File: src/rtl/prv664_dispatch_sched.sv
// Dual-issue in-order dispatch scheduler: source-busy, intra-pair RAW and
// credit gating, itag assignment, scoreboard update and registered handoff.
module prv664_dispatch_sched #(
    parameter int unsigned IDLEN   = 8,
    parameter int unsigned CREDITS = 16
) (
    input  logic                           clk_i,
    input  logic                           srst_n_i,
    input  logic                           flush_i,
    input  logic                           inst0_valid_i,
    input  logic [4:0]                     inst0_rs1_i,
    input  logic [4:0]                     inst0_rs2_i,
    input  logic [4:0]                     inst0_rd_i,
    input  logic                           inst0_wren_i,
    input  logic                           inst1_valid_i,
    input  logic [4:0]                     inst1_rs1_i,
    input  logic [4:0]                     inst1_rs2_i,
    input  logic [4:0]                     inst1_rd_i,
    input  logic                           inst1_wren_i,
    output logic [1:0]                     accept_o,
    input  logic [31:0]                    busy_flag_i,
    output logic                           sb0_write_o,
    output logic [4:0]                     sb0_rdindex_o,
    output logic [IDLEN-1:0]               sb0_itag_o,
    output logic                           sb1_write_o,
    output logic [4:0]                     sb1_rdindex_o,
    output logic [IDLEN-1:0]               sb1_itag_o,
    output logic                           sb_clear_o,
    input  logic [1:0]                     retire_cnt_i,
    output logic                           disp0_valid_o,
    output logic [IDLEN-1:0]               disp0_itag_o,
    output logic [4:0]                     disp0_rd_o,
    output logic                           disp1_valid_o,
    output logic [IDLEN-1:0]               disp1_itag_o,
    output logic [4:0]                     disp1_rd_o,
    output logic [$clog2(CREDITS+1)-1:0]   inflight_o
);
    localparam int unsigned CW  = $clog2(CREDITS + 1);
    localparam int unsigned CXW = CW + 1;
    localparam logic [CXW-1:0] CRED_X = CXW'(CREDITS);

    typedef enum logic [1:0] {
        IDLE  = 2'd0,
        RUN   = 2'd1,
        FLUSH = 2'd2
    } state_t;

    state_t           state_q;
    state_t           state_d;
    logic [IDLEN-1:0] next_itag_q;
    logic [CW-1:0]    inflight_q;
    logic [CXW-1:0]   inflight_x;
    logic [CXW-1:0]   infl_sum;
    logic [CXW-1:0]   infl_next;
    logic [IDLEN-1:0] itag0;
    logic [IDLEN-1:0] itag1;
    logic             raw01;
    logic             issue0;
    logic             issue1;

    // x0 is hardwired zero and can never be pending
    function automatic logic src_busy(input logic [31:0] vec, input logic [4:0] idx);
        return (idx != 5'd0) && vec[idx];
    endfunction

    assign inflight_x    = {1'b0, inflight_q};
    assign itag0         = next_itag_q;
    assign itag1         = next_itag_q + IDLEN'(1);
    assign inflight_o    = inflight_q;
    assign sb0_rdindex_o = inst0_rd_i;
    assign sb1_rdindex_o = inst1_rd_i;
    assign sb0_itag_o    = itag0;
    assign sb1_itag_o    = itag1;

    // slot 1 reading the register slot 0 is about to produce
    assign raw01 = inst0_wren_i && (inst0_rd_i != 5'd0) &&
                   ((inst1_rs1_i == inst0_rd_i) || (inst1_rs2_i == inst0_rd_i));

    // Next state, issue decision and scoreboard update requests
    always_comb begin
        state_d     = state_q;
        issue0      = 1'b0;
        issue1      = 1'b0;
        sb_clear_o  = 1'b1;
        accept_o    = 2'd0;
        sb0_write_o = 1'b0;
        sb1_write_o = 1'b0;

        case (state_q)
            IDLE:    state_d = RUN;
            RUN:     sb_clear_o = 1'b0;
            FLUSH:   if (!flush_i) state_d = RUN;
            default: state_d = IDLE;
        endcase
        if (flush_i) state_d = FLUSH;
        if (!srst_n_i) sb_clear_o = 1'b1;

        if (srst_n_i && (state_q == RUN) && !flush_i) begin
            issue0 = inst0_valid_i &&
                     !src_busy(busy_flag_i, inst0_rs1_i) &&
                     !src_busy(busy_flag_i, inst0_rs2_i) &&
                     (inflight_x < CRED_X);
            issue1 = issue0 && inst1_valid_i &&
                     !src_busy(busy_flag_i, inst1_rs1_i) &&
                     !src_busy(busy_flag_i, inst1_rs2_i) &&
                     !raw01 &&
                     ((inflight_x + CXW'(1)) < CRED_X);
        end

        accept_o    = {1'b0, issue0} + {1'b0, issue1};
        sb0_write_o = issue0 && inst0_wren_i && (inst0_rd_i != 5'd0);
        sb1_write_o = issue1 && inst1_wren_i && (inst1_rd_i != 5'd0);
    end

    // In-flight count after this cycle's accepts and retires, floored at zero
    always_comb begin
        infl_sum  = inflight_x + CXW'(accept_o);
        infl_next = (infl_sum > CXW'(retire_cnt_i)) ? (infl_sum - CXW'(retire_cnt_i)) : '0;
    end

    // FSM state register
    always_ff @(posedge clk_i) begin
        if (!srst_n_i) state_q <= IDLE;
        else           state_q <= state_d;
    end

    // itag allocator, credit counter and dispatch handoff registers
    always_ff @(posedge clk_i) begin
        if (!srst_n_i) begin
            next_itag_q   <= '0;
            inflight_q    <= '0;
            disp0_valid_o <= 1'b0;
            disp1_valid_o <= 1'b0;
            disp0_itag_o  <= '0;
            disp1_itag_o  <= '0;
            disp0_rd_o    <= 5'd0;
            disp1_rd_o    <= 5'd0;
        end else begin
            next_itag_q   <= next_itag_q + IDLEN'(accept_o);
            inflight_q    <= flush_i ? '0 : CW'(infl_next);
            disp0_valid_o <= issue0;
            disp1_valid_o <= issue1;
            disp0_itag_o  <= itag0;
            disp1_itag_o  <= itag1;
            disp0_rd_o    <= inst0_rd_i;
            disp1_rd_o    <= inst1_rd_i;
        end
    end

endmodule

File: config.mk
export PLATFORM = sky130hd
export DESIGN_NAME = prv664_dispatch_sched
export DESIGN_NICKNAME = d
export VERILOG_FILES = /design/src/rtl/prv664_dispatch_sched.sv
export SDC_FILE = /design/constraint.sdc
export NUM_CORES = 1
export LEC_CHECK = 0
export CAP_MARGIN = 20
export CORE_UTILIZATION = 39
export DETAILED_ROUTE_END_ITERATION = 6
export PLACE_DENSITY = 0.77
export REMOVE_ABC_BUFFERS = 1
export SYNTH_ARGS = -nofsm -noshare
export SYNTH_HDL_FRONTEND = slang
export SYNTH_SLANG_ARGS = --single-unit
File: constraint.sdc
create_clock -name clk_i -period 3.7 [get_ports clk_i]
set_input_delay 0.555 -clock clk_i [delete_from_list [all_inputs] [get_ports clk_i]]
set_output_delay 0.555 -clock clk_i [all_outputs]
set_load 0.05 [all_outputs]
**Run 1: signal wires on met1**

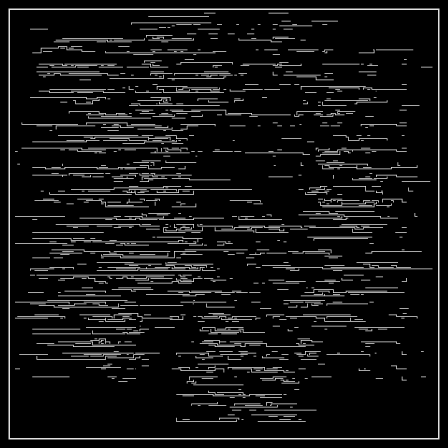
The layer carries 3810 um of wire. The longest straight run is 29.4 um.

**Run 1: metal 2**

Scale bar: 20 um.
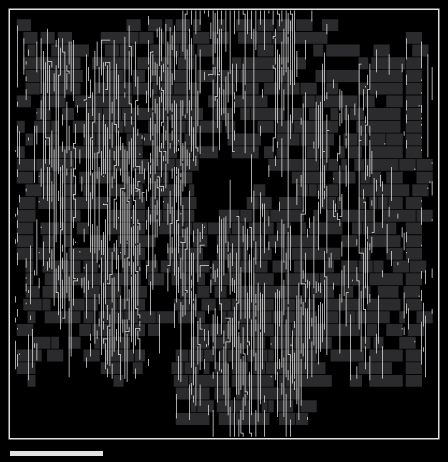
The longest straight run is 40.5 um. The layer holds 50% of the routed length. 514 nets have wire on it. The layer carries 5050 um of wire. The wires run mostly vertical.

==> out/summary.rpt, run 1 <==
=========================================================================
Worst hold slack                                                0.4988 ns
Final setup fails                                                       5
Top cells by area, synth                                     sky130_fd_sc_hd__dfxtp_1 (27%), sky130_fd_sc_hd__mux4_2 (13%), sky130_fd_sc_hd__and2_1 (5.8%), sky130_fd_sc_hd__mux2i_1 (5.1%), sky130_fd_sc_hd__xor2_1 (4.8%)
Worst path max stage delay                                        0.55 ns
Total buffers and inverters traversed by the critical path              3
Ant. Diodes                                                             0
Dominant register cell in the synthesized netlist            sky130_fd_sc_hd__dfxtp_1
Number of clock buffers in the layout                                   5
Area growth from synthesis to final layout                         66.03%
Violations in the final reports                              setup timing
Slack of the critical path                                    -0.07604 ns
Warning total across the stage logs                                    26
Total area of sequential cells                                 860.8 um^2
Cell family with most CP delay                                adder cells
Nature of the critical path endpoint                                 flop
Power of the sequential group                                  0.000481 W
Grt peak-use layer                                                   met2
Area of the core region                                         7767 um^2
Slowest-stage cell, CP                                       sky130_fd_sc_hd__or4_4
Final design area excluding fillers                             5204 um^2
Max Fclk                                                        264.8 MHz
Non-clock inverter count in the final layout                           14
Type of the most critical hold path                          flop to flop
Number of non-filler instances in the completed layout                609
Syn. warnings                                                           0
GR Overflow Total                                                       0
First-pass GRT wire length                                       15430 um
Fillcell total                                                        621
Number of routed nets with antenna violations                           0
Final weighted congestion in routability-driven placement           1.013
Via count of the first global-routing pass                           3199
Cycle use final                                                    102.1%
Total power consumption of the routed design                   0.001224 W
Clock sinks                                                            43
Count of vias placed by the detailed router                          3182
Initial detailed-routing violation count                              110
First-pass iteration count of the detailed router                       4
Status                                                       finished with violations
Total Negative Setup Slacks                                    -0.3414 ns
=========================================================================
**Run 1: signal wires on met3**

Scale bar: 20 um.
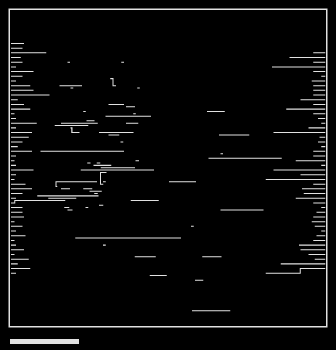
The wires run mostly horizontal. 129 nets have wire on it. The longest straight run is 30.4 um.

==> run 1 -> run 2 <==
==> constraint.sdc (replaced) <==
create_clock -name clk_i -period 3.7 [get_ports clk_i]
set_input_delay 0.74 -clock clk_i [delete_from_list [all_inputs] [get_ports clk_i]]
set_output_delay 0.74 -clock clk_i [all_outputs]
set_load 0.05 [all_outputs]
==> out/summary.rpt, run 2 <==
=========================================================================
Placed insts                                                          585
Area growth from synthesis to final layout                         68.14%
Number of routed nets with antenna violations                           0   unchanged
Final setup fails                                                       5   unchanged
Syn Inst Count                                                        310
Number of rows created at floorplan                                    32
GR Overflow Total                                                       0   unchanged
Top cells by area, synth                                     sky130_fd_sc_hd__dfxtp_1 (27%), sky130_fd_sc_hd__mux4_2 (13%), sky130_fd_sc_hd__and2_1 (5.8%), sky130_fd_sc_hd__mux2i_1 (5.1%), sky130_fd_sc_hd__xor2_1 (4.8%)
Violations in the final reports                              setup timing
Total area of sequential cells                                 860.8 um^2   unchanged
Worst hold slack                                                0.4722 ns   -0.02661 ns
Slowest-stage cell, CP                                       sky130_fd_sc_hd__or4_4
Total Negative Setup Slacks                                    -0.7676 ns   -0.4262 ns
TritonCTS clock tree                                                 done
First-pass iteration count of the detailed router                       4   unchanged
Type of the most critical hold path                          flop to flop
Total power consumption of the routed design                   0.001235 W   +0.88%
Cycle use final                                                    106.2%   +4.2 points
Non-clock inverter count in the final layout                           14   unchanged
Number of clock buffers in the layout                                   5   unchanged
Final design area excluding fillers                             5270 um^2   +1.3%
Syn. warnings                                                           0   unchanged
Chip area                                                       8399 um^2
Cell family with most CP delay                                adder cells
Hold Path Depth                                                         1
Met3 wirelength from detailed routing                              622 um
Worst path max stage delay                                        0.54 ns   about the same
Warning total across the stage logs                                    27   +3.8%
Fillcell total                                                        617   -0.64%
Slack of the critical path                                     -0.2304 ns   -0.1543 ns
Area of the core region                                         7767 um^2   unchanged
Max Fclk                                                        254.4 MHz   -3.9%
First element of the critical path                           inst1_rs1_i[3]
Asr flop ratio synth                                                   0%
First-pass GRT wire length                                       15320 um   -0.71%
Dominant register cell in the synthesized netlist            sky130_fd_sc_hd__dfxtp_1
Via count of the first global-routing pass                           3192   -0.22%
Ant. Diodes                                                             0   unchanged
Number of top-level pins                                              135
Number of non-filler instances in the completed layout                610   +0.16%
Final weighted congestion in routability-driven placement           1.023   +1.0%
Total buffers and inverters traversed by the critical path              1   -2
Nature of the critical path endpoint                                 flop
Average via count per standard cell                                 5.174
Status                                                       finished with violations
Clock sinks                                                            43   unchanged
Heaviest power group                                            registers
Number of max-slew violations in the final report                       0
=========================================================================
**Run 2: signal wires on met3**

Scale bar: 20 um.
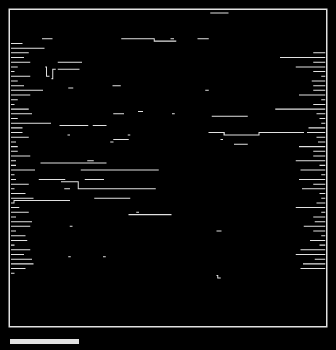
count of vias placed by the detailed router: 3156
Global Route met3 Usage: 3.566%
total length of routed wires: 9863 um

**Run 2: track usage over the die**

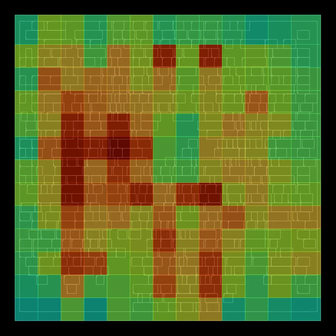
wire length per cell after detailed routing: 16.17 um
grt peak-use layer: met2
met2 GRT Util: 40.73%
met1 demand-to-capacity share in global routing: 27.15%
overall track demand over capacity in global routing: 23.24%

==> run 2 -> run 3 <==
--- a/config.mk
+++ b/config.mk
@@ -6,9 +6,10 @@
 export NUM_CORES = 1
 export LEC_CHECK = 0
 export CAP_MARGIN = 20
-export CORE_UTILIZATION = 39
+export CORE_MARGIN = 3
+export CORE_UTILIZATION = 43
 export DETAILED_ROUTE_END_ITERATION = 6
-export PLACE_DENSITY = 0.77
+export PLACE_DENSITY = 0.8
 export REMOVE_ABC_BUFFERS = 1
 export SYNTH_ARGS = -nofsm -noshare
 export SYNTH_HDL_FRONTEND = slang
==> constraint.sdc (replaced) <==
create_clock -name clk_i -period 4.25 [get_ports clk_i]
set_input_delay 0.85 -clock clk_i [delete_from_list [all_inputs] [get_ports clk_i]]
set_output_delay 0.85 -clock clk_i [all_outputs]
set_load 0.05 [all_outputs]
==> out/summary.rpt, run 3 <==
=========================================================================
Status                                                          completed
Total buffers and inverters traversed by the critical path              2   +1
Slack of the critical path                                      0.1348 ns   +0.3651 ns
Hold Path Depth                                                         1   unchanged
Top cells by area, synth                                     sky130_fd_sc_hd__dfxtp_1 (27%), sky130_fd_sc_hd__mux4_2 (13%), sky130_fd_sc_hd__and2_1 (5.8%), sky130_fd_sc_hd__mux2i_1 (5.1%), sky130_fd_sc_hd__xor2_1 (4.8%)
Number of max-slew violations in the final report                       0   unchanged
Met2 GRT Util                                                      44.27%   +3.5 points
GR Overflow Total                                                       0   unchanged
Met3 wirelength from detailed routing                              801 um   +29%
Number of top-level pins                                              135   unchanged
Final weighted congestion in routability-driven placement           1.054   +3.0%
Total Negative Setup Slacks                                          0 ns   +0.7676 ns
Asr flop ratio synth                                                   0%   unchanged
Slowest-stage cell, CP                                       sky130_fd_sc_hd__or4_4
First-pass iteration count of the detailed router                       4   unchanged
Clock sinks                                                            43   unchanged
Cycle use final                                                    96.83%
Total area of sequential cells                                 860.8 um^2   unchanged
Average via count per standard cell                                 5.359   +3.6%
First element of the critical path                           inst1_rs2_i[0]
Wire length per cell after detailed routing                      17.66 um   +9.2%
Final setup fails                                                       0   -5
Chip area                                                       8349 um^2   -0.59%
Met1 demand-to-capacity share in global routing                    28.36%   +1.2 points
Warning total across the stage logs                                    25   -7.4%
First-pass GRT wire length                                       16160 um   +5.5%
Heaviest power group                                            registers
Worst path max stage delay                                        0.54 ns   about the same
=========================================================================
**Run 3: metal 2**

Scale bar: 20 um.
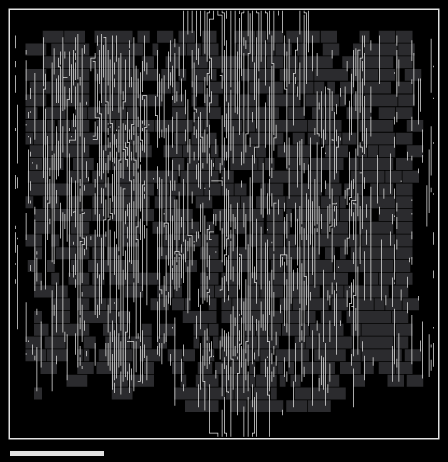
The wires run mostly vertical. 534 nets have wire on it. The longest straight run is 60.5 um. The layer holds 51% of the routed length.

**Run 3: signal wires on met1**

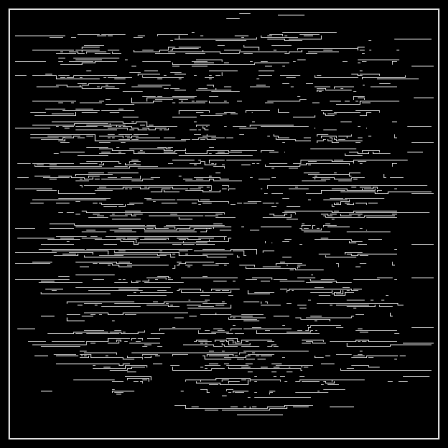
The longest straight run is 34.0 um. The layer carries 4070 um of wire. 505 nets have wire on it. The layer holds 38% of the routed length.


==> gallery <==
M4 wires.
Plate I
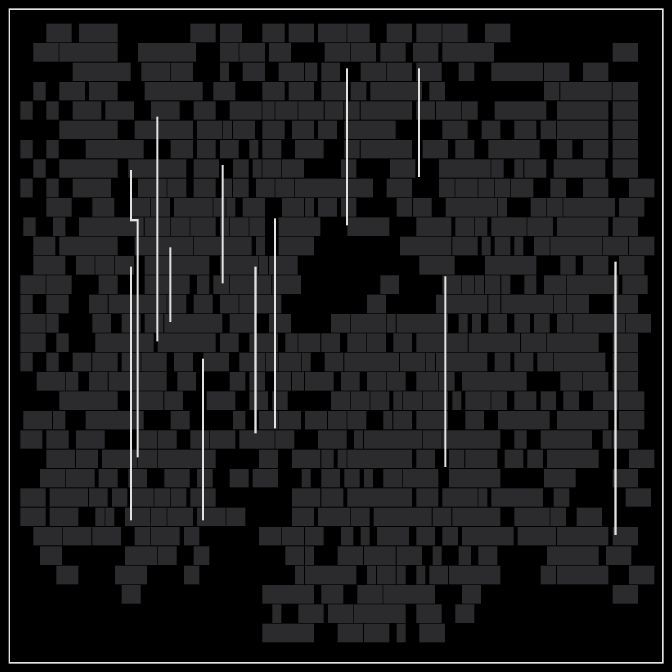
Plate II
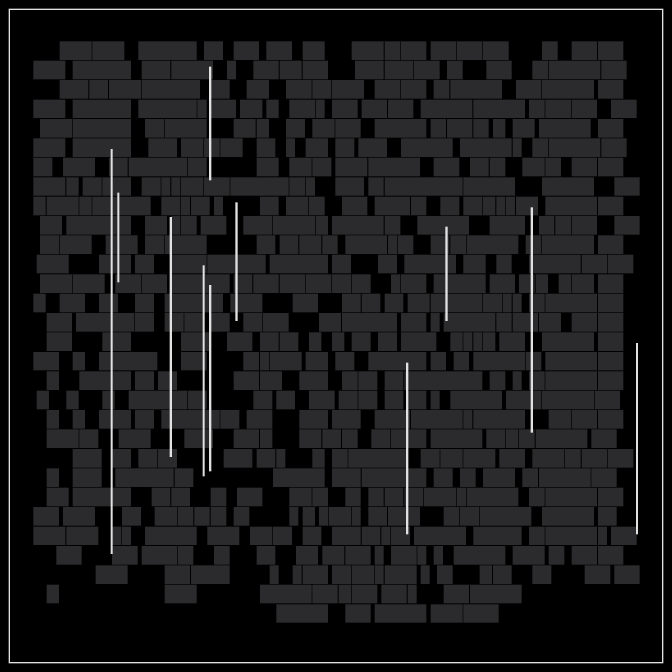
- Plate II = run 3
- Plate I = run 2

Key to Plate II:
11 nets have wire on it. The layer carries 284 um of wire. The wires run mostly vertical.

No activity file was given, so power comes from the tool's default toggle rates.
